### Routing congestion map

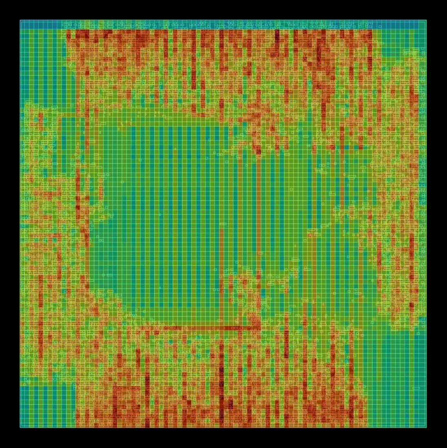
### Metal 2

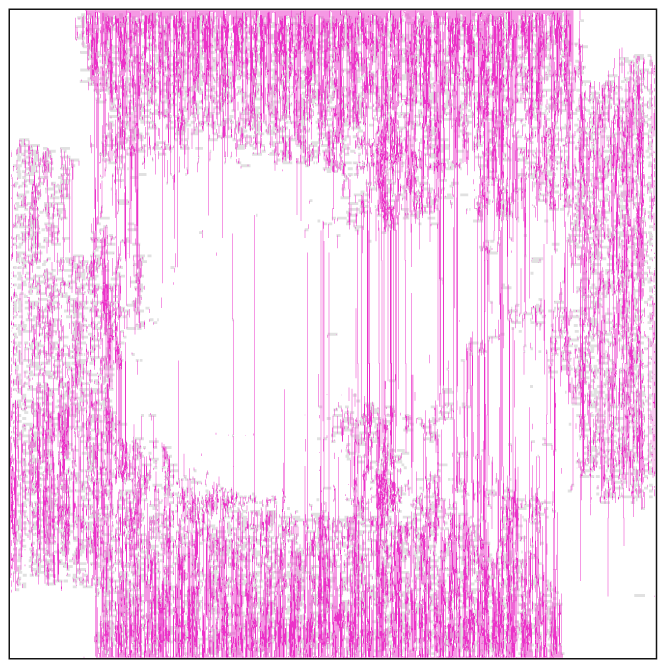
### Met3 routing

Bar = 200 um.
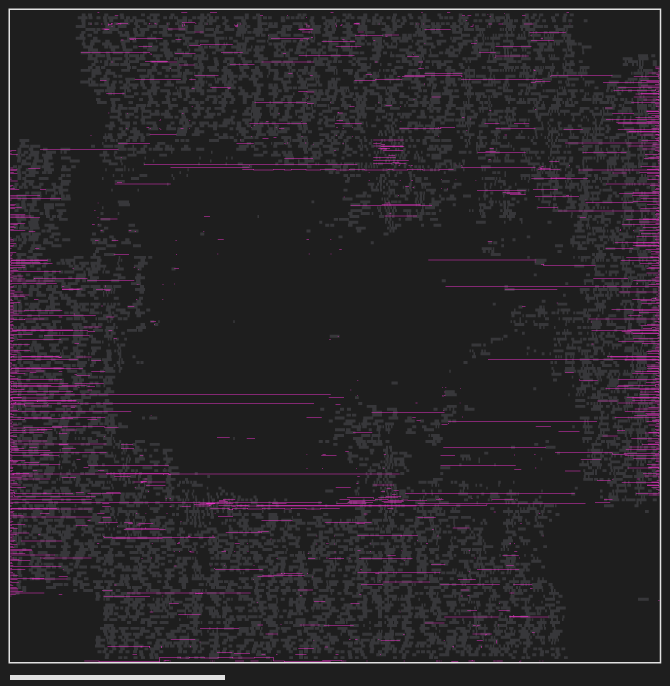
### Metal layers overlaid

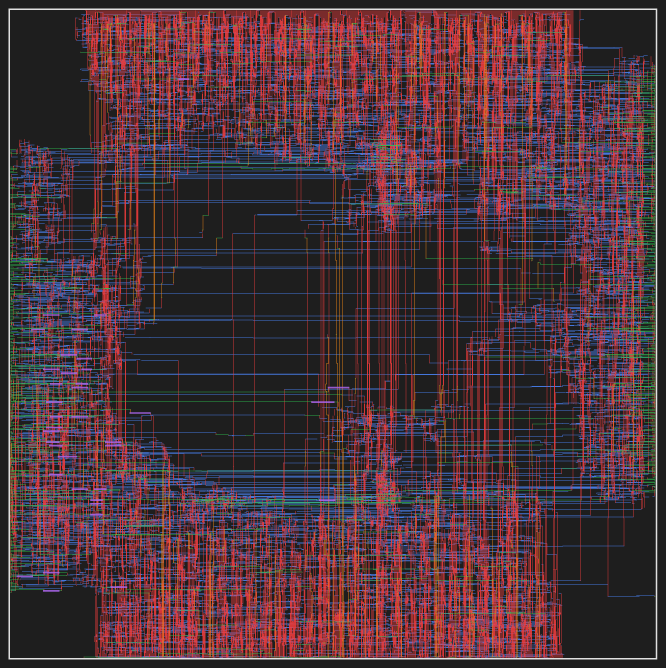
### Routed clock nets over the placement

Bar = 200 um.
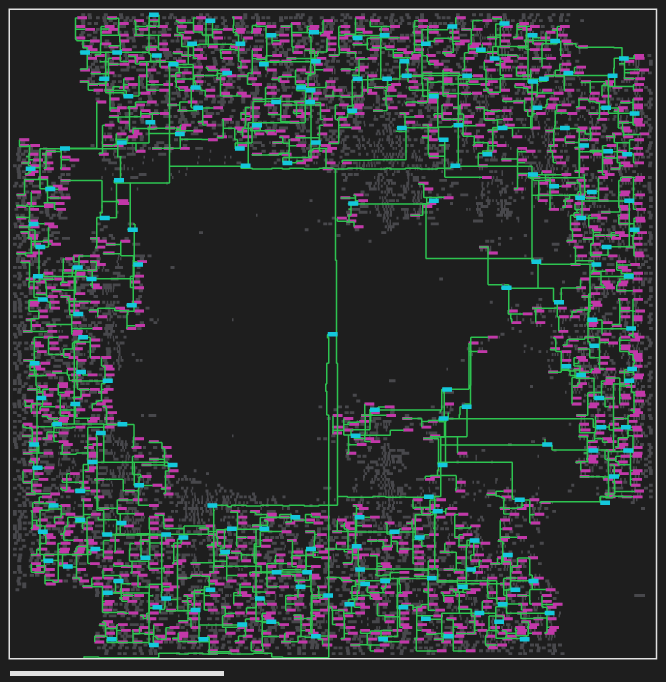
`src/rtl/add_seq_ctrl.sv`:
```
// rtl/add_seq_ctrl.sv - segmented multi-cycle WIDTH-bit adder sequencer (optional ADD_SEQ_ACC_EN accumulate mode)
module add_seq_ctrl #(
   parameter int WIDTH = 512,
   parameter int SEG   = 64
) (
   input  logic             clk,
   input  logic             rst_n,
   input  logic             en,
   input  logic             in_valid,
   output logic             in_ready,
   input  logic [WIDTH-1:0] A_in,
   input  logic [WIDTH-1:0] B_in,
`ifdef ADD_SEQ_ACC_EN
   input  logic             acc,
`endif
   output logic             out_valid,
   input  logic             out_ready,
   output logic [WIDTH-1:0] res,
   output logic             cout,
   output logic             busy
);

   localparam int NSEG = WIDTH / SEG;
   localparam int CW   = (NSEG > 1) ? $clog2(NSEG) : 1;
   localparam logic [CW-1:0] LAST_SEG = CW'(NSEG - 1);

   typedef enum logic [1:0] {
      IDLE = 2'd0,
      RUN  = 2'd1,
      DONE = 2'd2
   } state_t;

   state_t           state_q, state_d;
   logic [CW-1:0]    seg_cnt_q, seg_cnt_d;
   logic             carry_q, carry_d;
   logic [WIDTH-1:0] a_q, a_d;
   logic [WIDTH-1:0] b_q, b_d;
   logic [WIDTH-1:0] res_q, res_d;
   logic             cout_q, cout_d;

   logic [SEG-1:0]   a_seg;
   logic [SEG-1:0]   b_seg;
   logic [SEG:0]     seg_sum;

   assign in_ready  = (state_q == IDLE) & en;
   assign out_valid = (state_q == DONE);
   assign busy      = (state_q != IDLE);
   assign res       = res_q;
   assign cout      = cout_q;

   // Shared adder slice: current segment of both operands plus the chained carry
   always_comb begin
      a_seg   = a_q[int'(seg_cnt_q) * SEG +: SEG];
      b_seg   = b_q[int'(seg_cnt_q) * SEG +: SEG];
      seg_sum = {1'b0, a_seg} + {1'b0, b_seg} + {{SEG{1'b0}}, carry_q};
   end

   // Next-state and datapath update; everything holds while en is low
   always_comb begin
      state_d   = state_q;
      seg_cnt_d = seg_cnt_q;
      carry_d   = carry_q;
      a_d       = a_q;
      b_d       = b_q;
      res_d     = res_q;
      cout_d    = cout_q;
      if (en) begin
         case (state_q)
            IDLE: begin
               if (in_valid) begin
                  a_d = A_in;
`ifdef ADD_SEQ_ACC_EN
                  b_d = acc ? res_q : B_in;
`else
                  b_d = B_in;
`endif
                  carry_d   = 1'b0;
                  seg_cnt_d = '0;
                  state_d   = RUN;
               end
            end
            RUN: begin
               res_d[int'(seg_cnt_q) * SEG +: SEG] = seg_sum[SEG-1:0];
               carry_d   = seg_sum[SEG];
               seg_cnt_d = seg_cnt_q + CW'(1);
               if (seg_cnt_q == LAST_SEG) begin
                  cout_d    = seg_sum[SEG];
                  seg_cnt_d = '0;
                  state_d   = DONE;
               end
            end
            DONE: begin
               if (out_ready) begin
                  state_d = IDLE;
               end
            end
            default: begin
               state_d = IDLE;
            end
         endcase
      end
   end

   // State and datapath registers with asynchronous reset
   always_ff @(posedge clk or negedge rst_n) begin
      if (!rst_n) begin
         state_q   <= IDLE;
         seg_cnt_q <= '0;
         carry_q   <= 1'b0;
         a_q       <= '0;
         b_q       <= '0;
         res_q     <= '0;
         cout_q    <= 1'b0;
      end else begin
         state_q   <= state_d;
         seg_cnt_q <= seg_cnt_d;
         carry_q   <= carry_d;
         a_q       <= a_d;
         b_q       <= b_d;
         res_q     <= res_d;
         cout_q    <= cout_d;
      end
   end

endmodule
```
`config.mk`:
```
export PLATFORM = sky130hd
export DESIGN_NAME = add_seq_ctrl
export DESIGN_NICKNAME = d
export VERILOG_FILES = /design/src/rtl/add_seq_ctrl.sv
export SDC_FILE = /design/constraint.sdc
export NUM_CORES = 2
export LEC_CHECK = 0
export CAP_MARGIN = 0
export CELL_PAD_IN_SITES_DETAIL_PLACEMENT = 1
export CELL_PAD_IN_SITES_GLOBAL_PLACEMENT = 1
export CORE_AREA = 2 2 603 605
export DETAILED_ROUTE_END_ITERATION = 8
export DIE_AREA = 0 0 605 607
export PLACE_DENSITY_LB_ADDON = 0.3
export SKIP_LAST_GASP = 1
export SYNTH_ARGS = -nofsm -noshare
export SYNTH_HDL_FRONTEND = slang
export SYNTH_SLANG_ARGS = --single-unit
```
`constraint.sdc`:
```
create_clock -name clk -period 5.9 [get_ports clk]
set_input_delay 1.77 -clock clk [delete_from_list [all_inputs] [get_ports clk]]
set_output_delay 1.77 -clock clk [all_outputs]
set_load 0.01 [all_outputs]
```
==> results.py <==
# Metrics from the implementation run
metrics = {
    "outcome": {
        "outcome": "complete, no violations",
    },
    "layout": {
        "seq_share_pct": 39.3,
        "buffer_area_share_pct": 18.6,
        "drive_gt1_share_pct": 27.2,
        "n_all_buffers": 1800,
        "sh_comb_area_pct": 29.1,
        "biggestCellCategory": "flip-flops and latches",
        "antenna_cells": 81,
        "fin_cells": 12026,
        "final_nets": 8102,
        "layout.non_clock_inverters": 23,
    },
    "timing": {
        "fin_setup_tns_ns": 0,
        "finalSetupViolCount": 0,
        "timing.hold.ws_ns": 0.475,
        "finalCritPeriodShare_pct": 96.1,
        "layout_setup_ws_ns": 0.231,
    },
    "die": {
        "io-pin-count": 1545,
        "die_h_um": 607,
        "die-area_um2": 367000,
    },
    "logic_synthesis": {
        "synth_seq_share_pct": 56.6,
        "ys_cells": 5369,
        "xor_area_share_pct": 0.770,
        "synth_nets": 6467,
        "ys_warn_count": 0,
        "synth-adder-area-share_pct": 1.29,
        "ys_types": 59,
        "syn_area_um2": 68300,
        "top_cell_area_share_pct": 56.6,
        "netlist_top_cells_count": "dfrtp_1 (1543), nand2_1 (1118), mux2_2 (1054)",
    },
    "setup_path": {
        "critical-path-top-delay-family": "buffers and inverters",
        "worstPathArrival_ns": 6.48,
        "crit_fanout": 29,
        "endpoint_kind": "flop",
        "crit_buf_inv": 7,
        "max_stage_delay_ns": 0.59,
    },
    "detailed_routing": {
        "avgViaCountPerCell": 4.26,
        "wl_met1_mm": 140,
        "drc": 0,
    },
    "cts": {
        "cts_tree": "done",
        "cts_hold_buf": 0,
        "htree_levels": 4,
        "cts-root-buf": "clkbuf_16",
        "cts_buffers": 191,
    },
    "grt": {
        "grt_remaining_overflow": 0,
    },
    "placement": {
        "gp_congestion": 0.863,
        "place_area_um2": 91600,
    },
}
## Picture notes: 'Routing congestion map'
fin util: 27.2%
met1 usage: 22.3%

## Picture notes: 'Metal 2'
nets with wire on the layer: 7393
main direction: vertical
Vias: 51.2k
grt met2 use: 33.2%

## Picture notes: 'Met3 routing'
longest straight run: 360 um
share of all routed wire: 5.1%
wire length on this layer: 18200 um

## Picture notes: 'Metal layers overlaid'
| color | layer | wire length |
|---|---|---|
| orange | M4 | 14100 um |
| purple | M5 | 477 um |
| blue | M1 | 140 mm |
| red | M2 | 180 mm |
| green | M3 | 18200 um |

## Picture notes: 'Routed clock nets over the placement'
[cyan] clock-net drivers | count: 191
[magenta] flip-flops | count: 1543
[green] clock wires | length: 26.0 mm
routed clock nets: 192
clock latency on the worst-skew pair: 0.90 ns
Setup Skew: 0.0627 ns

==> final timing paths <==
check | endpoint | cells after the start | startpoint | slack (ns)
max in group asynchronous | b_q[108]$_DFFE_PN0P_ | 2 | rst_n | 3.38
worst max-delay path | res[122]$_DFFE_PN0P_ | 20 | seg_cnt_q[0]$_DFFE_PN0P_ | 0.23
worst max register to register | res[122]$_DFFE_PN0P_ | 20 | seg_cnt_q[0]$_DFFE_PN0P_ | 0.23
min in group asynchronous | res[74]$_DFFE_PN0P_ | 1 | rst_n | 0.89
worst min register to register | res[428]$_DFFE_PN0P_ | 2 | res[428]$_DFFE_PN0P_ | 0.47
worst min-delay path | res[428]$_DFFE_PN0P_ | 2 | res[428]$_DFFE_PN0P_ | 0.47
